Fig. 1: run 1, metal 2
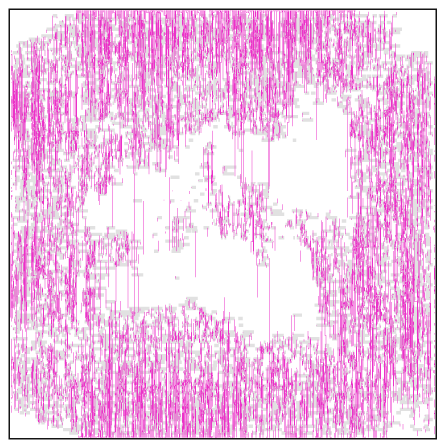
Fig. 2: run 1, M3 wires
Scale bar: 100 um.
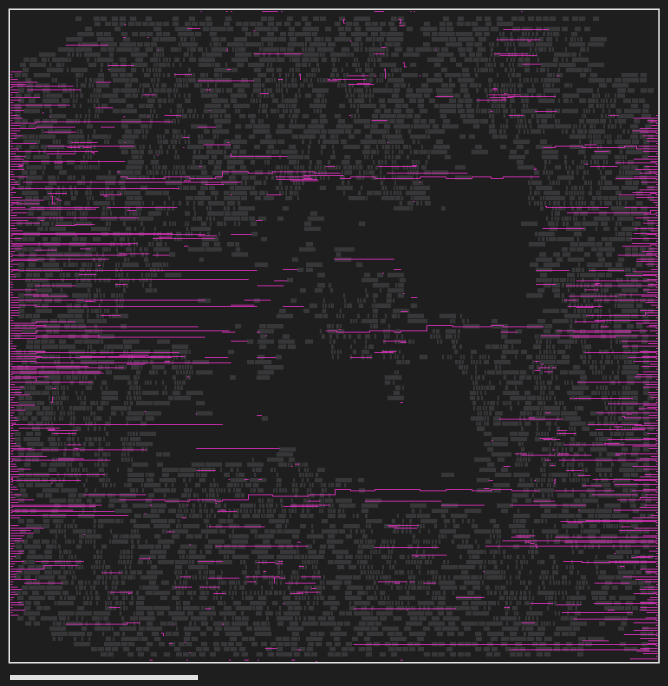
Fig. 3: run 1, clock network drawn from the DEF
Scale bar: 100 um.
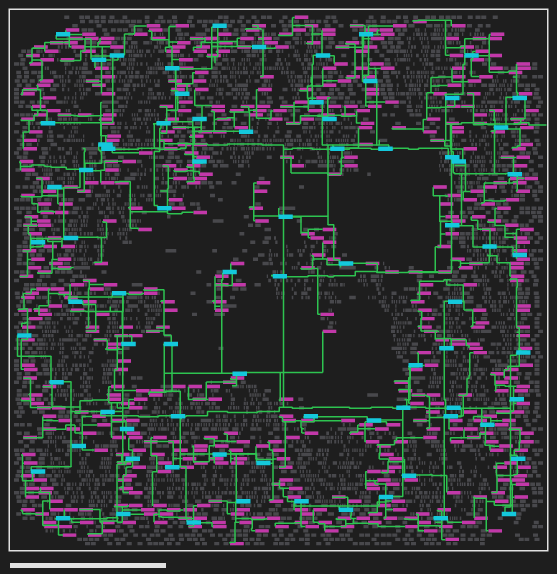
Fig. 4: run 1, signal wires by layer
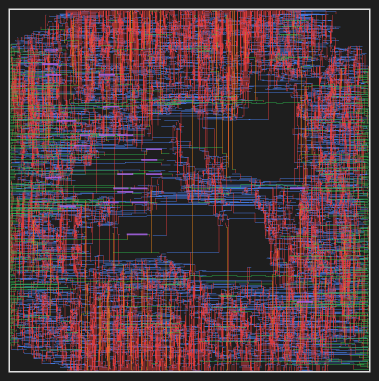
### src/rtl/bias_add_sequencer.sv
// Bias-add sequencer: walks the per-group bias banks and adds the latched bias lane-wise,
// with saturation, to every accumulator beat. Optional fused ReLU when BIAS_RELU_EN is defined.
module bias_add_sequencer #(
   parameter int N_adder_tree  = 16,
   parameter int DATA_W        = 18,
   parameter int NUM_GROUPS    = 4,
   parameter int PIX_PER_GROUP = 196,
   localparam int SEL_W        = (NUM_GROUPS > 1) ? $clog2(NUM_GROUPS) : 1
) (
   input  logic                             clk,
   input  logic                             rst_n,
   input  logic                             start,
   output logic                             busy,
   output logic                             done,
   output logic [SEL_W-1:0]                 bias_sel,
   input  logic [N_adder_tree*DATA_W-1:0]   bias_q,
   input  logic                             acc_valid,
   output logic                             acc_ready,
   input  logic [N_adder_tree*DATA_W-1:0]   acc_data,
   output logic                             out_valid,
   input  logic                             out_ready,
   output logic [N_adder_tree*DATA_W-1:0]   out_data,
   output logic [SEL_W-1:0]                 out_group
);

   localparam int PIX_W = (PIX_PER_GROUP > 1) ? $clog2(PIX_PER_GROUP) : 1;
   localparam int VEC_W = N_adder_tree * DATA_W;

   typedef enum logic [2:0] {
      S_IDLE,
      S_FETCH,
      S_LATCH,
      S_RUN,
      S_DRAIN
   } state_t;

   state_t            state_q, state_d;
   logic [SEL_W-1:0]  group_q, group_d;
   logic [PIX_W-1:0]  pix_q, pix_d;
   logic              busy_q, busy_d;
   logic              done_q, done_d;
   logic [VEC_W-1:0]  bias_reg_q, bias_reg_d;
   logic              out_valid_q, out_valid_d;
   logic [VEC_W-1:0]  out_data_q, out_data_d;
   logic [SEL_W-1:0]  out_group_q, out_group_d;
   logic [VEC_W-1:0]  sum_vec;
   logic              last_pix, last_group, acc_fire;

   function automatic logic [DATA_W-1:0] lane_op(input logic [DATA_W-1:0] a,
                                                 input logic [DATA_W-1:0] b);
      logic [DATA_W:0]   s;
      logic [DATA_W-1:0] r;
      s = {a[DATA_W-1], a} + {b[DATA_W-1], b};
      // Overflow when the extra sign bit disagrees with the lane sign bit.
      if (s[DATA_W] != s[DATA_W-1]) begin
         r = s[DATA_W] ? {1'b1, {(DATA_W-1){1'b0}}} : {1'b0, {(DATA_W-1){1'b1}}};
      end else begin
         r = s[DATA_W-1:0];
      end
`ifdef BIAS_RELU_EN
      if (r[DATA_W-1]) begin
         r = '0;
      end
`endif
      return r;
   endfunction

   always_comb begin
      sum_vec = '0;
      for (int unsigned i = 0; i < N_adder_tree; i++) begin
         sum_vec[i*DATA_W +: DATA_W] = lane_op(acc_data[i*DATA_W +: DATA_W],
                                               bias_reg_q[i*DATA_W +: DATA_W]);
      end
   end

   assign last_pix   = (pix_q == PIX_W'(PIX_PER_GROUP - 1));
   assign last_group = (group_q == SEL_W'(NUM_GROUPS - 1));
   assign acc_fire   = acc_valid && acc_ready;

   always_comb begin
      state_d    = state_q;
      group_d    = group_q;
      pix_d      = pix_q;
      busy_d     = busy_q;
      done_d     = 1'b0;
      bias_reg_d = bias_reg_q;
      acc_ready  = 1'b0;
      case (state_q)
         S_IDLE: begin
            if (start) begin
               group_d = '0;
               pix_d   = '0;
               busy_d  = 1'b1;
               state_d = S_FETCH;
            end
         end
         S_FETCH: begin
            state_d = S_LATCH;
         end
         S_LATCH: begin
            bias_reg_d = bias_q;
            state_d    = S_RUN;
         end
         S_RUN: begin
            acc_ready = !out_valid_q || out_ready;
            if (acc_valid && acc_ready) begin
               if (last_pix) begin
                  pix_d = '0;
                  if (last_group) begin
                     state_d = S_DRAIN;
                  end else begin
                     group_d = group_q + SEL_W'(1);
                     state_d = S_FETCH;
                  end
               end else begin
                  pix_d = pix_q + PIX_W'(1);
               end
            end
         end
         S_DRAIN: begin
            if (!out_valid_q || out_ready) begin
               done_d  = 1'b1;
               busy_d  = 1'b0;
               state_d = S_IDLE;
            end
         end
         default: begin
            state_d = S_IDLE;
         end
      endcase
   end

   // One-deep output register: a take and a new load in the same cycle keep valid high.
   always_comb begin
      out_valid_d = out_valid_q;
      out_data_d  = out_data_q;
      out_group_d = out_group_q;
      if (acc_fire) begin
         out_valid_d = 1'b1;
         out_data_d  = sum_vec;
         out_group_d = group_q;
      end else if (out_valid_q && out_ready) begin
         out_valid_d = 1'b0;
      end
   end

   always_ff @(posedge clk or negedge rst_n) begin
      if (!rst_n) begin
         state_q     <= S_IDLE;
         group_q     <= '0;
         pix_q       <= '0;
         busy_q      <= 1'b0;
         done_q      <= 1'b0;
         bias_reg_q  <= '0;
         out_valid_q <= 1'b0;
         out_data_q  <= '0;
         out_group_q <= '0;
      end else begin
         state_q     <= state_d;
         group_q     <= group_d;
         pix_q       <= pix_d;
         busy_q      <= busy_d;
         done_q      <= done_d;
         bias_reg_q  <= bias_reg_d;
         out_valid_q <= out_valid_d;
         out_data_q  <= out_data_d;
         out_group_q <= out_group_d;
      end
   end

   // The group register doubles as the bank select, so the bank mux sees the new
   // index on the same edge that enters FETCH.
   assign bias_sel  = group_q;
   assign busy      = busy_q;
   assign done      = done_q;
   assign out_valid = out_valid_q;
   assign out_data  = out_data_q;
   assign out_group = out_group_q;

endmodule
### config.mk
export PLATFORM = sky130hd
export DESIGN_NAME = bias_add_sequencer
export DESIGN_NICKNAME = d
export VERILOG_FILES = /design/src/rtl/bias_add_sequencer.sv
export SDC_FILE = /design/constraint.sdc
export NUM_CORES = 1
export LEC_CHECK = 0
export ABC_AREA = 1
export CAP_MARGIN = 20
export CORE_AREA = 2 2 342 344
export DETAILED_ROUTE_END_ITERATION = 16
export DIE_AREA = 0 0 344 346
export SYNTH_ARGS = -nofsm -noshare
export SYNTH_HDL_FRONTEND = slang
export SYNTH_SLANG_ARGS = --single-unit
### constraint.sdc
create_clock -name clk -period 4.2 [get_ports clk]
set_input_delay 0.84 -clock clk [delete_from_list [all_inputs] [get_ports clk]]
set_output_delay 0.84 -clock clk [all_outputs]
set_load 0.01 [all_outputs]
==> flow_results.xml, run 1 <==
<?xml version="1.0" encoding="UTF-8"?>
<metrics>
  <group name="status">
    <metric name="result_of_the_run" unit="">complete, no violations</metric>
  </group>
  <group name="power_and_ir_drop">
    <metric name="power_in_combinational_cells" unit="mW">27.4</metric>
    <metric name="p_comb_share" unit="%">60.1</metric>
    <metric name="power.sequential.fraction" unit="%">23.7</metric>
    <metric name="totalPowerFinal" unit="mW">45.52</metric>
    <metric name="power_density" unit="nW/um2">866.1</metric>
    <metric name="dominant_power_group" unit="">combinational cells</metric>
    <metric name="seq_cell_power" unit="mW">10.8</metric>
    <metric name="p_leak" unit="nW">24.63</metric>
    <metric name="power_report.internal_total" unit="mW">24.76</metric>
    <metric name="switching_share" unit="%">45.61</metric>
  </group>
  <group name="timing">
    <metric name="finalSetupTns" unit="ns">0</metric>
    <metric name="timing.final.crit_share" unit="%">76.34</metric>
    <metric name="setup_violations" unit="">0</metric>
    <metric name="grt_setup_unrepaired" unit="">no</metric>
    <metric name="timing.slew.headroom" unit="%">44.07</metric>
    <metric name="min_period" unit="ns">3.206</metric>
    <metric name="finalHoldViolCount" unit="">0</metric>
    <metric name="max_clock_freq" unit="GHz">0.3119</metric>
    <metric name="hold_slack" unit="ns">0.2562</metric>
    <metric name="setup_ws" unit="ns">0.9939</metric>
  </group>
  <group name="finish">
    <metric name="nFillCells" unit="">11390</metric>
    <metric name="final_layout_size_suffix_gt1_share" unit="%">10.74</metric>
    <metric name="finalInstanceArea" unit="um2">52560</metric>
    <metric name="layout_area_overhead" unit="%">33.49</metric>
    <metric name="layout_top_cell" unit="">sky130_fd_sc_hd__nand2_1</metric>
  </group>
  <group name="worst_setup_path">
    <metric name="critPathKind" unit="">primary input to output pin</metric>
    <metric name="cp_top_family" unit="">buffers and inverters</metric>
    <metric name="critical_path_cell_by_cell" unit="">clkdlybuf4s50_1, or2_1, inv_1, nor2_1, clkdlybuf4s50_1</metric>
    <metric name="worst_setup_path_start_kind" unit="">primary input</metric>
    <metric name="most_repeated_library_cell_on_the_critical_path" unit="">sky130_fd_sc_hd__clkdlybuf4s50_1</metric>
    <metric name="timing.critical_path.required" unit="ns">3.36</metric>
  </group>
  <group name="routing">
    <metric name="detail_route.vias_per_cell" unit="">4.933</metric>
    <metric name="route.detailed.wl_per_inst" unit="um">19.65</metric>
    <metric name="route.met2.wl" unit="um">69010</metric>
    <metric name="met3WireLength" unit="um">10630</metric>
  </group>
  <group name="synth">
    <metric name="netlist-cell-type-count" unit="">40</metric>
    <metric name="mux_area_share" unit="%">8.237</metric>
    <metric name="registers_synthesis" unit="">594</metric>
    <metric name="synthesis.area" unit="um2">39370</metric>
    <metric name="netlist_instances" unit="">4822</metric>
    <metric name="synth_async_sr_flop_share" unit="%">100.0</metric>
    <metric name="common_cells" unit="">sky130_fd_sc_hd__nand2_1 (1334), sky130_fd_sc_hd__dfrtp_1 (594), sky130_fd_sc_hd__nor2_1 (536)</metric>
    <metric name="yosys_warnings" unit="">0</metric>
    <metric name="postSynthAreaPerCell" unit="um2">8.165</metric>
    <metric name="post-synth-top-count-cell" unit="">sky130_fd_sc_hd__nand2_1</metric>
    <metric name="yosys-top-cells-area" unit="">sky130_fd_sc_hd__dfrtp_1 (38%), sky130_fd_sc_hd__nand2_1 (13%), sky130_fd_sc_hd__ha_1 (9.2%)</metric>
  </group>
  <group name="clock_network">
    <metric name="clk_pin_slew_worst_paths" unit="ns">0.06</metric>
    <metric name="cts_buffer_depth" unit="">3</metric>
    <metric name="root_buffer" unit="">sky130_fd_sc_hd__clkbuf_16</metric>
    <metric name="tritoncts" unit="">done</metric>
    <metric name="cts.htree.levels" unit="">3</metric>
    <metric name="cts_num_sinks" unit="">594</metric>
  </group>
  <group name="floorplan">
    <metric name="initial_utilization" unit="%">34.11</metric>
    <metric name="rows" unit="">125</metric>
  </group>
  <group name="place">
    <metric name="post-place-ws" unit="ns">0.6151</metric>
    <metric name="dp.cells" unit="">7143</metric>
    <metric name="place_congestion" unit="">0.9475</metric>
    <metric name="io_buffer_count" unit="">876</metric>
  </group>
  <group name="global_routing">
    <metric name="vias_in_the_first_global_route" unit="">35930</metric>
    <metric name="global_route.peak_usage_layer" unit="">met2</metric>
    <metric name="antenna_violations_before_repair" unit="">39</metric>
    <metric name="use_met2" unit="%">39.89</metric>
    <metric name="grt_first_pass_wirelength" unit="um">215100</metric>
    <metric name="globalRouteOverflowTotal" unit="">0</metric>
  </group>
  <group name="min_path">
    <metric name="min_path_type" unit="">primary input to async pin</metric>
  </group>
</metrics>
## Picture notes: Fig. 1
The layer carries 69.0 mm of wire. The longest straight run is 115 um. The layer holds 48% of the routed length. The wires run mostly vertical.

## Picture notes: Fig. 2
The layer carries 10600 um of wire. The layer holds 7.4% of the routed length. The wires run mostly horizontal.
wirelength, routed: 143400 um
DR vias: 36.00k
met3 layer usage reported by global route: 6.384%

## Picture notes: Fig. 3
Key: magenta = flip-flops [count 594]; green = clock wires [length 9950 um]; cyan = clock-net drivers [count 78]
There are 79 routed clock nets. Position of the flops: all over the die.
Insertion Delay late pin: 0.67 ns
clock network fraction of total power: 16.2%
power consumed by the clock network: 7.37 mW

## Picture notes: Fig. 4
Key: red = M2 [wire length 69.0 mm]; orange = M4 [wire length 4530 um]; purple = M5 [wire length 330 um]; blue = M1 [wire length 58.9 mm]; green = M3 [wire length 10600 um]

[run 1: worst register-to-register path, stage by stage (launching register included)]
cell                      delay (ns)
sky130_fd_sc_hd__dfrtp_1        0.38
sky130_fd_sc_hd__ha_1           0.39
sky130_fd_sc_hd__nand2_1        0.15
sky130_fd_sc_hd__inv_1          0.06
sky130_fd_sc_hd__nand2_1        0.07
sky130_fd_sc_hd__nand2_1        0.06
sky130_fd_sc_hd__a21oi_1        0.39
sky130_fd_sc_hd__nand3_1        0.17
sky130_fd_sc_hd__nand2_1        0.10
sky130_fd_sc_hd__nand2_2        0.08
sky130_fd_sc_hd__a21oi_4        0.55
sky130_fd_sc_hd__a21oi_1        0.16
[run 1: final timing paths]
| kind | from | endpoint | slack [ns] | cells past startpoint |
|---|---|---|---|---|
| max reg2reg | bias_reg_q[49] | out_data[51] | 1.50 | 11 |
| max in group asynchronous | rst_n | bias_reg_q[49] | 3.00 | 2 |
| min | rst_n | bias_reg_q[276] | 0.26 | 1 |
| min in group clk | out_group[1] | out_group[1] | 0.47 | 2 |
| max | out_ready | acc_ready | 0.99 | 5 |
| min reg2reg | out_group[1] | out_group[1] | 0.47 | 2 |
[run 1: layout make-up]
class	count	area (um2)	area share (%)
multi-input cells	3778	22490	42.78
clock inverters	36	605.6	1.152
repair buffers	905	9166	17.44
well taps	1524	1907	3.628
diodes	14	35.03	0.06666
inverters	342	1286	2.447
flip-flops and latches	594	14860	28.28
clock buffers	106	2207	4.199
[run 1: cells by family (layout without fill, tap and decap cells)]
kind of cell / after synthesis / in the layout
buffers and inverters: 450 / 1389
multiplexers: 288 / 288
adder cells (fa/ha/maj): 306 / 306
XOR/XNOR: 203 / 203
flip-flops: 594 / 594
other: 0 / 14
AND-OR/OR-AND: 673 / 673
AND/OR/NAND/NOR: 2308 / 2308
Fig. 5: run 1, routing congestion
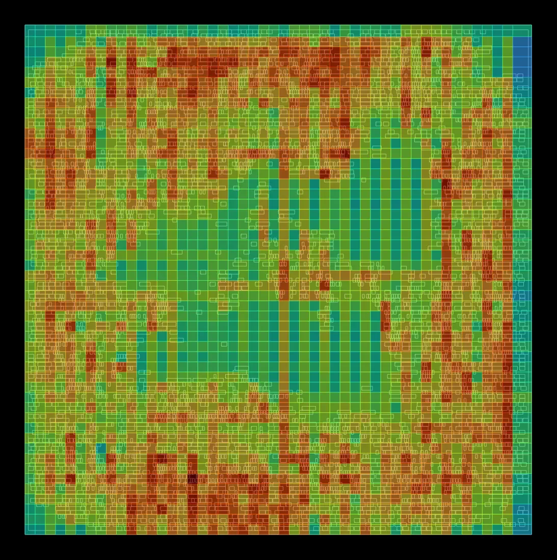

==> run 1 -> run 2 <==
==> constraint.sdc (replaced) <==
create_clock -name clk -period 3.3 [get_ports clk]
set_input_delay 0.66 -clock clk [delete_from_list [all_inputs] [get_ports clk]]
set_output_delay 0.66 -clock clk [all_outputs]
set_load 0.01 [all_outputs]
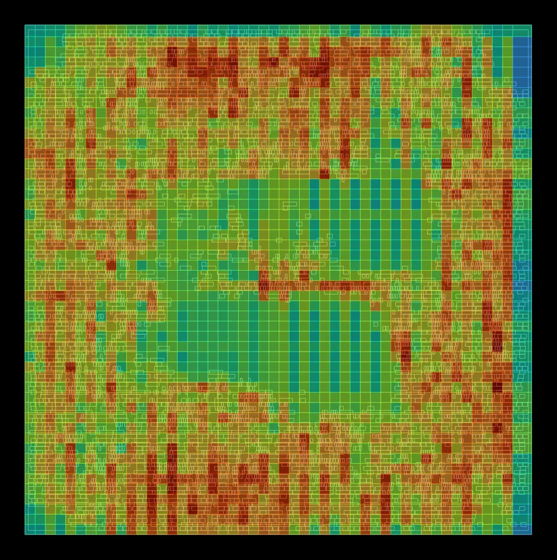
Fig. 6. Routing congestion (run 2).
met3 layer usage reported by global route: 6.824%
met1 Usage GRT: 28.79%

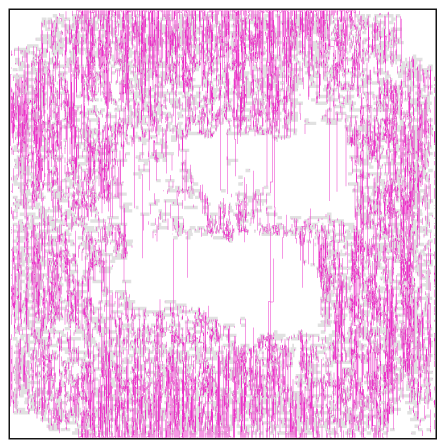
Fig. 7. Metal 2 (run 2).
The longest straight run is 118 um. The wires run mostly vertical. 5499 nets have wire on it. The layer carries 68.6 mm of wire.
wirelength, routed: 144800 um
DR vias: 36.23k
GR Util met2: 39.93%

==> flow_results.xml, run 2 <==
<?xml version="1.0" encoding="UTF-8"?>
<metrics>
  <group name="routing">
    <metric name="dr.max_layer_used" unit="">met5</metric>
    <metric name="route.met2.wl" unit="um">68560</metric>
    <metric name="detail_route.drc_violations" unit="">0</metric>
    <metric name="route.detailed.wl_per_inst" unit="um">19.77</metric>
    <metric name="met1_length" unit="um">58990</metric>
    <metric name="detail_route.vias_per_cell" unit="">4.949</metric>
    <metric name="drt_first_pass_iters" unit="">5</metric>
    <metric name="detail-route-antenna-nets" unit="">0</metric>
    <metric name="first_iter_violations" unit="">2042</metric>
    <metric name="met3WireLength" unit="um">11550</metric>
  </group>
  <group name="worst_setup_path">
    <metric name="critPathKind" unit="">primary input to output pin</metric>
    <metric name="timing.critical_path.required" unit="ns">2.64</metric>
    <metric name="timing.critical_path.arrival" unit="ns">2.15</metric>
    <metric name="setup.worst_path.end_class" unit="">output pin</metric>
    <metric name="worst_setup_path_start_kind" unit="">primary input</metric>
    <metric name="critical_path.max_fanout" unit="">3</metric>
  </group>
  <group name="synth">
    <metric name="postSynthSeqShare" unit="%">37.75</metric>
    <metric name="synthXorXnorAreaFrac" unit="%">4.516</metric>
    <metric name="synth_chip_area" unit="um2">39370</metric>
    <metric name="synthesis.nets" unit="">5709</metric>
    <metric name="edf_count" unit="">0</metric>
    <metric name="synth-adder-area-share" unit="%">10.03</metric>
    <metric name="netlist-cell-type-count" unit="">40</metric>
    <metric name="post-synth-top-count-cell" unit="">sky130_fd_sc_hd__nand2_1</metric>
    <metric name="yosys-top-cells-area" unit="">sky130_fd_sc_hd__dfrtp_1 (38%), sky130_fd_sc_hd__nand2_1 (13%), sky130_fd_sc_hd__ha_1 (9.2%)</metric>
    <metric name="registers_synthesis" unit="">594</metric>
    <metric name="yosys_warnings" unit="">0</metric>
    <metric name="synth.comb.largest_family" unit="">simple AND/OR/NAND/NOR gates</metric>
    <metric name="synth_async_sr_flop_share" unit="%">100.0</metric>
    <metric name="top_cell_area_share" unit="%">37.75</metric>
    <metric name="synth_simple_gate_area_share" unit="%">24.26</metric>
    <metric name="postSynthAreaPerCell" unit="um2">8.165</metric>
    <metric name="synthesis.area" unit="um2">39370</metric>
    <metric name="ys.flop_type" unit="">sky130_fd_sc_hd__dfrtp_1</metric>
    <metric name="mux_area_share" unit="%">8.237</metric>
    <metric name="yosys-stat-cells" unit="">4822</metric>
    <metric name="netlist_instances" unit="">4822</metric>
    <metric name="yosys.area_share.aoi" unit="%">10.04</metric>
    <metric name="common_cells" unit="">sky130_fd_sc_hd__nand2_1 (1334), sky130_fd_sc_hd__dfrtp_1 (594), sky130_fd_sc_hd__nor2_1 (536)</metric>
    <metric name="post_synthesis_cell_type_with_the_largest_combined_area" unit="">sky130_fd_sc_hd__dfrtp_1</metric>
  </group>
  <group name="power_and_ir_drop">
    <metric name="max-vdd-ir-drop" unit="mV">0.4230</metric>
    <metric name="p_switching" unit="mW">26.65</metric>
    <metric name="p_comb_share" unit="%">61.3</metric>
    <metric name="totalPowerFinal" unit="mW">57.86</metric>
    <metric name="switching_share" unit="%">46.06</metric>
    <metric name="p_leak" unit="nW">24.71</metric>
    <metric name="power.sequential.fraction" unit="%">23.8</metric>
    <metric name="power_density" unit="nW/um2">1098</metric>
    <metric name="power_report.internal_total" unit="mW">31.21</metric>
  </group>
  <group name="finish">
    <metric name="final_layout_size_suffix_gt1_share" unit="%">11.10</metric>
    <metric name="layout_top_cell" unit="">sky130_fd_sc_hd__nand2_1</metric>
    <metric name="layout.core_utilization" unit="%">45.64</metric>
    <metric name="design.final.nets" unit="">6613</metric>
    <metric name="layout_top_cells_excl_fill_tap" unit="">sky130_fd_sc_hd__nand2_1 (1333), sky130_fd_sc_hd__clkdlybuf4s50_1 (875), sky130_fd_sc_hd__dfrtp_1 (594), sky130_fd_sc_hd__nor2_1 (536), sky130_fd_sc_hd__a21oi_1 (434)</metric>
    <metric name="finalInstanceArea" unit="um2">52680</metric>
    <metric name="layout_area_overhead" unit="%">33.81</metric>
    <metric name="layout.cells.non_filler" unit="">7321</metric>
  </group>
  <group name="clock_network">
    <metric name="tritoncts" unit="">done</metric>
    <metric name="clk_pin_slew_worst_paths" unit="ns">0.05</metric>
    <metric name="cts_num_sinks" unit="">594</metric>
    <metric name="cts_buffer_depth" unit="">3</metric>
    <metric name="cts.htree.levels" unit="">3</metric>
    <metric name="cts_inserted_buffers" unit="">77</metric>
    <metric name="root_buffer" unit="">sky130_fd_sc_hd__clkbuf_16</metric>
    <metric name="setup_repair_bufs_after_cts" unit="">0</metric>
  </group>
  <group name="timing">
    <metric name="max_clock_freq" unit="GHz">0.3565</metric>
    <metric name="setup_violations" unit="">0</metric>
    <metric name="setup_ws" unit="ns">0.4947</metric>
    <metric name="grt_setup_unrepaired" unit="">no</metric>
    <metric name="finalSetupTns" unit="ns">0</metric>
    <metric name="min_period" unit="ns">2.805</metric>
    <metric name="finalMaxSlewViolations" unit="">0</metric>
    <metric name="timing.final.crit_share" unit="%">85.01</metric>
    <metric name="hold_slack" unit="ns">0.4772</metric>
    <metric name="tightestPinTransition" unit="ns">0.7627</metric>
    <metric name="finalHoldViolCount" unit="">0</metric>
    <metric name="timing.slew.headroom" unit="%">49.15</metric>
  </group>
  <group name="global_routing">
    <metric name="track_usage" unit="%">23.72</metric>
    <metric name="grt_first_pass_wirelength" unit="um">217100</metric>
    <metric name="global_route.peak_usage_layer" unit="">met2</metric>
    <metric name="vias_in_the_first_global_route" unit="">36130</metric>
    <metric name="grt_max_degree" unit="">86</metric>
    <metric name="antenna_violations_before_repair" unit="">38</metric>
    <metric name="globalRouteOverflowTotal" unit="">0</metric>
  </group>
  <group name="floorplan">
    <metric name="ioPinCount" unit="">877</metric>
    <metric name="fp.coreArea" unit="um2">115400</metric>
    <metric name="initial_utilization" unit="%">34.11</metric>
    <metric name="die_height" unit="um">346</metric>
    <metric name="rows" unit="">125</metric>
    <metric name="chipWidth" unit="um">344</metric>
    <metric name="fp.dieArea" unit="um2">119000</metric>
  </group>
  <group name="place">
    <metric name="place_congestion" unit="">0.9342</metric>
    <metric name="io_buffer_count" unit="">876</metric>
    <metric name="hpwl" unit="um">116700</metric>
    <metric name="post-place-ws" unit="ns">0.1370</metric>
    <metric name="placed_area" unit="um2">50080</metric>
    <metric name="dp.cells" unit="">7170</metric>
  </group>
  <group name="min_path">
    <metric name="min_path_type" unit="">flop to flop</metric>
  </group>
  <group name="job">
    <metric name="timing.max_cap.violations" unit="">0</metric>
    <metric name="log.warning_count" unit="">26</metric>
  </group>
  <group name="status">
    <metric name="result_of_the_run" unit="">complete, no violations</metric>
  </group>
</metrics>
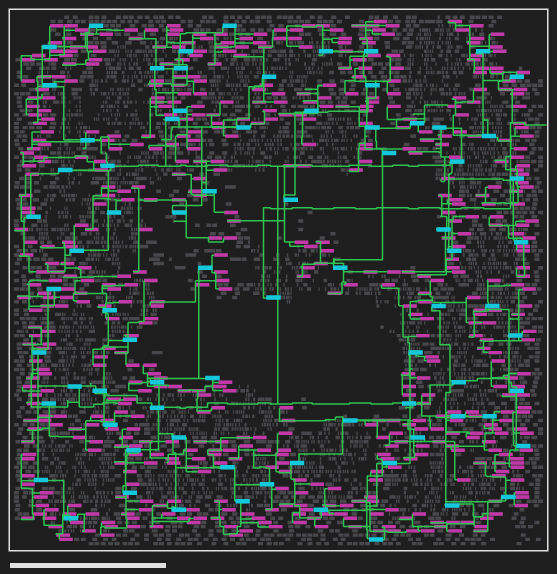
Fig. 8. Clock network drawn from the DEF (run 2).
Scale bar: 100 um.
Key: magenta = flip-flops [count 594]; cyan = clock-net drivers [count 77]; green = clock wires [length 10100 um]
Position of the flops: all over the die.
clock network fraction of total power: 14.9%
clk_skew: 0.02718 ns
Insertion Delay late pin: 0.66 ns
power consumed by the clock network: 8.62 mW

## run 2: final timing paths
path	start	end	slack, ns	cells past startpoint
max in group asynchronous	rst_n	out_data[80]	1.72	4
worst max-delay path	out_ready	acc_ready	0.49	5
worst max register to register	bias_reg_q[48]	out_data[51]	0.81	10
min in group asynchronous	rst_n	out_data[133]	0.64	2
worst min register to register	out_group[1]	out_group[1]	0.48	2
worst min-delay path	out_group[1]	out_group[1]	0.48	2
## run 2: kinds of logic after synthesis
kind of cell    Yosys count
simple gates           2308
compound gates          673
flops                   594
buf+inv                 450
fa+ha+maj               306
mux                     288
xor+xnor                203
## run 2: what timing repair did
item                                   CTS  global route
resized                                  0             0
endpoints found under the hold margin    1             0
hold buffers                             1             0
## run 2: final cells by class
type                            instances  area (um2)
Multi-Input combinational cell       3778       22490
Sequential cell                       594       14860
Fill cell                           11430       62740
Clock inverter                         29       297.8
Timing Repair Buffer                  933        9542
Tap cell                             1524        1907
Clock buffer                          109        2271
Inverter                              342        1286
Antenna cell                           12       30.03
## run 2: worst max-delay path, stage by stage
cell and delay [ns]:
sky130_fd_sc_hd__clkdlybuf4s50_1 0.50, sky130_fd_sc_hd__or2_1 0.19, sky130_fd_sc_hd__inv_1 0.09, sky130_fd_sc_hd__nor2_1 0.11
sky130_fd_sc_hd__clkdlybuf4s50_1 0.60
## run 2: power groups by stage
stage	Sequential (mW)	Combinational, mW	Clock, mW
2_1_floorplan	13.6	23.4	0
3_3_place_gp	13.8	35.1	0
3_5_place_dp	13.9	35.3	0
4_1_cts	13.8	35.5	8.86
5_1_grt	14.2	39.4	9.12
6_report	13.8	35.5	8.62
No activity file was given, so power comes from the tool's default toggle rates.
